File: src/rtl/btn_sw_input.sv
// btn_sw_input: bus-slave front end for the board switches and buttons.
// Synchronises and debounces the raw pins, latches button presses as sticky
// write-1-to-clear pending bits, and raises a maskable level interrupt.
// Register reads are combinational (zero-cycle latency) and side-effect free.
//
// Ports
//   clk     CPU clock, the only clock
//   rst     asynchronous reset, active-low
//   sw_in   raw switch pins (asynchronous)
//   btn_in  raw button pins (asynchronous), 1 = pressed
//   addr    byte offset from the bridge; addr[3:2] selects the register
//   wen     write strobe, one cycle per store
//   wdata   store data
//   rdata   read data, combinational from addr and register state
//   irq     registered level interrupt, |(pend & mask)
//
// Register map (aliases every 16 bytes)
//   0x0 SW   RO   {0, sw_stable}
//   0x4 BTN  RO   {0, btn_stable}
//   0x8 PEND W1C  {0, btn_pend}
//   0xC MASK RW   {0, btn_mask}
module btn_sw_input #(
    parameter int unsigned SW_W     = 24,
    parameter int unsigned BTN_W    = 5,
    parameter int unsigned DEBOUNCE = 20000
) (
    input  logic             clk,
    input  logic             rst,
    input  logic [SW_W-1:0]  sw_in,
    input  logic [BTN_W-1:0] btn_in,
    input  logic [11:0]      addr,
    input  logic             wen,
    input  logic [31:0]      wdata,
    output logic [31:0]      rdata,
    output logic             irq
);

    localparam int unsigned IN_W  = SW_W + BTN_W;
    localparam int unsigned CNT_W = (DEBOUNCE > 2) ? $clog2(DEBOUNCE) : 1;

    localparam logic [1:0] REG_SW   = 2'b00;
    localparam logic [1:0] REG_BTN  = 2'b01;
    localparam logic [1:0] REG_PEND = 2'b10;
    localparam logic [1:0] REG_MASK = 2'b11;

    // Switches occupy the low bits, buttons the high bits of every per-pin vector.
    logic [IN_W-1:0]  sync1_q, sync2_q;
    logic [IN_W-1:0]  samp_q, samp_d;
    logic [IN_W-1:0]  stable_q, stable_d;
    logic [CNT_W-1:0] tick_cnt_q, tick_cnt_d;
    logic [BTN_W-1:0] btn_prev_q;
    logic [BTN_W-1:0] pend_q, pend_d;
    logic [BTN_W-1:0] mask_q, mask_d;
    logic             irq_q, irq_d;

    logic             tick_c;
    logic [IN_W-1:0]  diff_c;
    logic [BTN_W-1:0] btn_stable_c;
    logic [BTN_W-1:0] press_c;
    logic [BTN_W-1:0] clr_c;

    // Address and data bits outside the decode are intentionally ignored.
    logic unused_bits;
    assign unused_bits = ^{addr[11:4], addr[1:0], wdata[31:BTN_W]};

    // Next-state logic: prescaler, debounce, press detect, PEND/MASK, irq.
    always_comb begin
        tick_cnt_d   = tick_cnt_q;
        samp_d       = samp_q;
        stable_d     = stable_q;
        pend_d       = pend_q;
        mask_d       = mask_q;
        irq_d        = 1'b0;
        clr_c        = '0;

        tick_c       = (tick_cnt_q == CNT_W'(DEBOUNCE - 1));
        diff_c       = sync2_q ^ samp_q;
        btn_stable_c = stable_q[IN_W-1:SW_W];
        press_c      = btn_stable_c & ~btn_prev_q;

        tick_cnt_d = tick_c ? '0 : tick_cnt_q + CNT_W'(1);

        // A bit is accepted only when two consecutive tick samples agree.
        if (tick_c) begin
            samp_d   = sync2_q;
            stable_d = (sync2_q & ~diff_c) | (stable_q & diff_c);
        end

        if (wen && (addr[3:2] == REG_PEND)) begin
            clr_c = wdata[BTN_W-1:0];
        end
        if (wen && (addr[3:2] == REG_MASK)) begin
            mask_d = wdata[BTN_W-1:0];
        end

        // A press in the same cycle as its clear keeps the bit set.
        pend_d = press_c | (pend_q & ~clr_c);
        irq_d  = |(pend_d & mask_d);
    end

    // State registers.
    always_ff @(posedge clk or negedge rst) begin
        if (!rst) begin
            sync1_q    <= '0;
            sync2_q    <= '0;
            samp_q     <= '0;
            stable_q   <= '0;
            tick_cnt_q <= '0;
            btn_prev_q <= '0;
            pend_q     <= '0;
            mask_q     <= '0;
            irq_q      <= 1'b0;
        end else begin
            sync1_q    <= {btn_in, sw_in};
            sync2_q    <= sync1_q;
            samp_q     <= samp_d;
            stable_q   <= stable_d;
            tick_cnt_q <= tick_cnt_d;
            btn_prev_q <= stable_q[IN_W-1:SW_W];
            pend_q     <= pend_d;
            mask_q     <= mask_d;
            irq_q      <= irq_d;
        end
    end

    // Combinational read mux; unused upper bits read as zero.
    always_comb begin
        rdata = '0;
        unique case (addr[3:2])
            REG_SW:   rdata = 32'(stable_q[SW_W-1:0]);
            REG_BTN:  rdata = 32'(stable_q[IN_W-1:SW_W]);
            REG_PEND: rdata = 32'(pend_q);
            REG_MASK: rdata = 32'(mask_q);
            default:  rdata = '0;
        endcase
    end

    assign irq = irq_q;

endmodule

File: config.mk
export PLATFORM = sky130hd
export DESIGN_NAME = btn_sw_input
export DESIGN_NICKNAME = d
export VERILOG_FILES = /design/src/rtl/btn_sw_input.sv
export SDC_FILE = /design/constraint.sdc
export NUM_CORES = 1
export LEC_CHECK = 0
export CAP_MARGIN = 10
export CORE_MARGIN = 5
export CORE_UTILIZATION = 45
export CTS_CLUSTER_SIZE = 24
export DETAILED_ROUTE_END_ITERATION = 10
export GPL_ROUTABILITY_DRIVEN = 0
export PLACE_DENSITY = 0.71
export SLEW_MARGIN = 20
export SYNTH_ARGS = -nofsm -noshare
export SYNTH_HDL_FRONTEND = slang
export SYNTH_SLANG_ARGS = --single-unit
File: constraint.sdc
create_clock -name clk -period 1.97 [get_ports clk]
set_clock_uncertainty 0.05 [all_clocks]
set_input_delay 0.394 -clock clk [delete_from_list [all_inputs] [get_ports clk]]
set_output_delay 0.394 -clock clk [all_outputs]
set_load 0.03 [all_outputs]
run_1/registers.png
Other sequential cells in the stronger gray, the rest of the logic in the fainter gray.
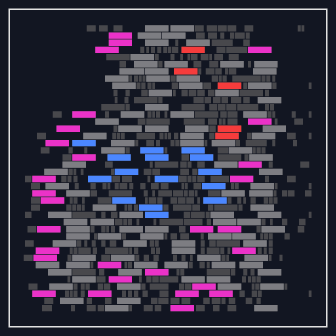
[magenta] sync1_q | sequential cells: 29 | where: all over the die
[red] pend_q | sequential cells: 5
[blue] tick_cnt_q | sequential cells: 15 | where: center
register share of the cell area: 0.532
Flop area: 3680 µm²
final core occ: 0.580

run_1/pdn.png
Pins as bars on the die edge.
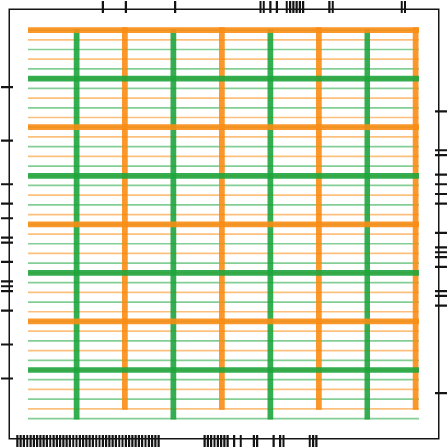
[green] VSS
[orange] VDD
met5 straps: 8
rows: 40
die width: 120 µm
DIE HEIGHT: 120 µm
core box area: 11900 µm²
peak supply drop: 0.417 mV

run_1/gate_families.png
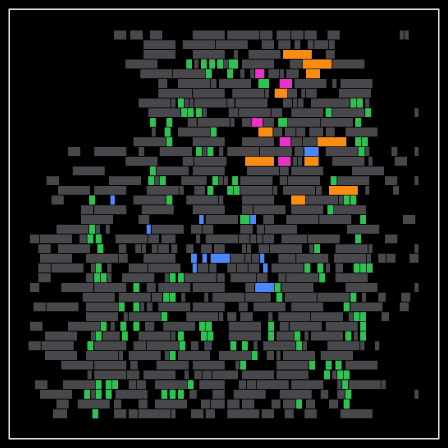
[green] inverting AOI/OAI gates | cells: 118 | where: all over the die
[orange] multiplexers | cells: 10
[blue] NOR gates | cells: 12 | where: center
[magenta] AND-OR and OR-AND gates | cells: 5
Non-Filler Instances: 699
fraction of area in multi-input gates: 0.218

==> impl_metrics.toml, run 1 <==
# synthesis and place-and-route metrics
[drt]
routed.top_layer = "met4"
wl_met3_um = 315
firstDrtPassIters = 4
drt-total-wl_mm = 10.1

[setup_path]
reg2reg_slack_ps = 140
endpoint_kind = "output pin"
path_depth = 5

[min_path]
hold_path.class = "reg -> reg"
min_from = "sync1_q[6]"

[power]
power_density_nw_per_um2 = 938
p_leak_nw = 3.03
p_clk_frac = 0.468
p_sw_w = 0.00140
seqPwrFrac = 0.486

[layout]
inverters = 34
stdcell_area_um2 = 6910
layout-drive-gt1-share = 0.183
clock_buffers = 20
buffers_excl_clock = 88
logic_area_um2 = 1510
clk_share = 0.0829

[final_timing]
rsz0062_at_grt = "yes"
fin_crit_sh = 0.983
setup_slack_ps = 33.9
fmax_mhz = 517
fin_setup_tns_ps = 0

[global_route]
grt_use_total = 0.152
grt_use_met2 = 0.250
grt_pass1_wl_mm = 17.3
overflow = 0

[placement]
place_inst = 661
io_buffers = 63

[cts]
cts_made_buffers = 17
cts-resized-gates = 29
htreeDepth = 4
hold_buffers = 1

[yosys]
synth_cells = 451
yosysTopAreaCell = "dfrtp_1"
edf_count = 0
syn_area_um2 = 5430

[flow_run]
tool_warnings = 65
max-cap-violations = 0

[status]
status = "completed"
==> run 1 -> run 2 <==
- SKIP_CTS_REPAIR_TIMING: unset -> 1
run_2/final_clocks.png
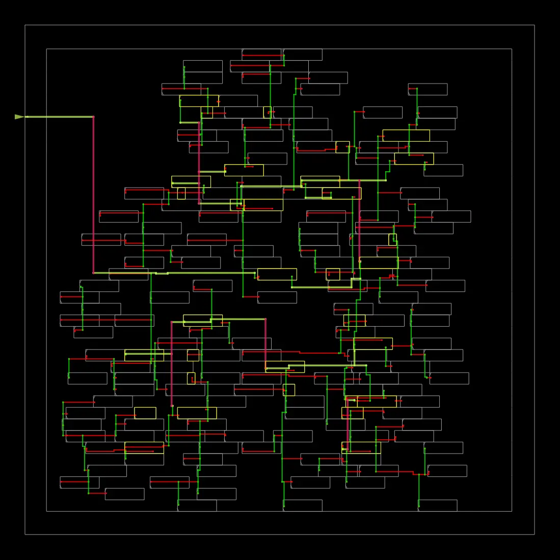
# clock sinks: 147
total CTS buffers: 17
worst-skew pair later-pin latency: 410 ps

==> run 2 against run 1 <==
Effect of this change:
- synthesized cell count did not move
- count of clock-buffer cells in the layout did not move
- final area fell by 0.33%
- via count fell by 0.56%
- clock power barely moved
==> impl_metrics.toml, run 2 <==
# synthesis and place-and-route metrics
[layout]
stdcell_area_um2 = 6890
logic_area_um2 = 1500
final_util = 0.578
comb_share = 0.218
buffers_excl_clock = 85

[power]
power_density_nw_per_um2 = 941
p_leak_nw = 3.03
p_sw_w = 0.00141
seqPwrFrac = 0.485
ir_drop_mv = 0.417
p_clk_frac = 0.469

[floorplanning]
die_w_um = 120
core_area_um2 = 11900

[setup_path]
path_depth = 2
endpoint_kind = "output pin"

[global_route]
grt_pass1_wl_mm = 17.2
overflow = 0
grt_use_total = 0.151

[drt]
wl_met3_um = 358
routed.top_layer = "met4"
firstDrtPassIters = 5

[flow_run]
tool_warnings = 64

[yosys]
yosysTopAreaCell = "dfrtp_1"
synth_cells = 451
syn_area_um2 = 5430

[min_path]
hold_path.class = "reg -> reg"

[status]
status = "completed"

[final_timing]
setup_slack_ps = 34.9
fin_crit_sh = 0.982
fin_setup_tns_ps = 0
==> run 2 -> run 3 <==
- CTS_CLUSTER_SIZE: 24 -> 30
run_3/registers.png
Other sequential cells in the stronger gray, the rest of the logic in the fainter gray.
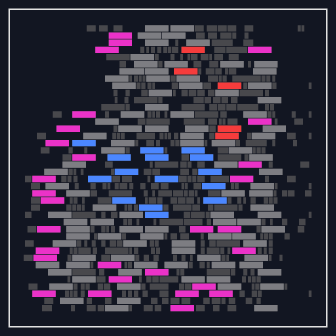
[red] pend_q | sequential cells: 5
[magenta] sync1_q | sequential cells: 29 | where: all over the die
[blue] tick_cnt_q | sequential cells: 15 | where: center
not colored: 98
final core occ: 0.578
register share of the cell area: 0.534

==> run 3 against run 2 <==
Effect of this change:
- clock power about the same
- total power unchanged
- die size is the same
- flip-flop count unchanged
- core utilization unchanged
- global-route usage unchanged
- routed wire length did not move
- count of clock-buffer cells in the layout is the same
- synthesized area stayed put
- hold slack is the same
- critical path type unchanged
- largest cell class unchanged
- largest power group unchanged
==> impl_metrics.toml, run 3 <==
# synthesis and place-and-route metrics
[layout]
layout-drive-gt1-share = 0.175
clk_share = 0.0832
ff_latch_area_um2 = 3680
buffers_excl_clock = 85

[floorplanning]
core_area_um2 = 11900

[status]
status = "completed"

[global_route]
grt_use_total = 0.151
grt_use_met2 = 0.249

[final_timing]
fin_setup_tns_ps = 0
setup_slack_ps = 34.9
fmax_mhz = 517

[power]
p_clk_frac = 0.469

[yosys]
yosysTopAreaCell = "dfrtp_1"
syn_area_um2 = 5430

[min_path]
min_from = "sync1_q[6]"
hold_path.class = "reg -> reg"

[setup_path]
path_depth = 2

[cts]
clock_sinks = 147
htreeDepth = 4

[drt]
drt-total-wl_mm = 10.2
Power figures rest on the tool's default switching activity, not on a simulated workload.
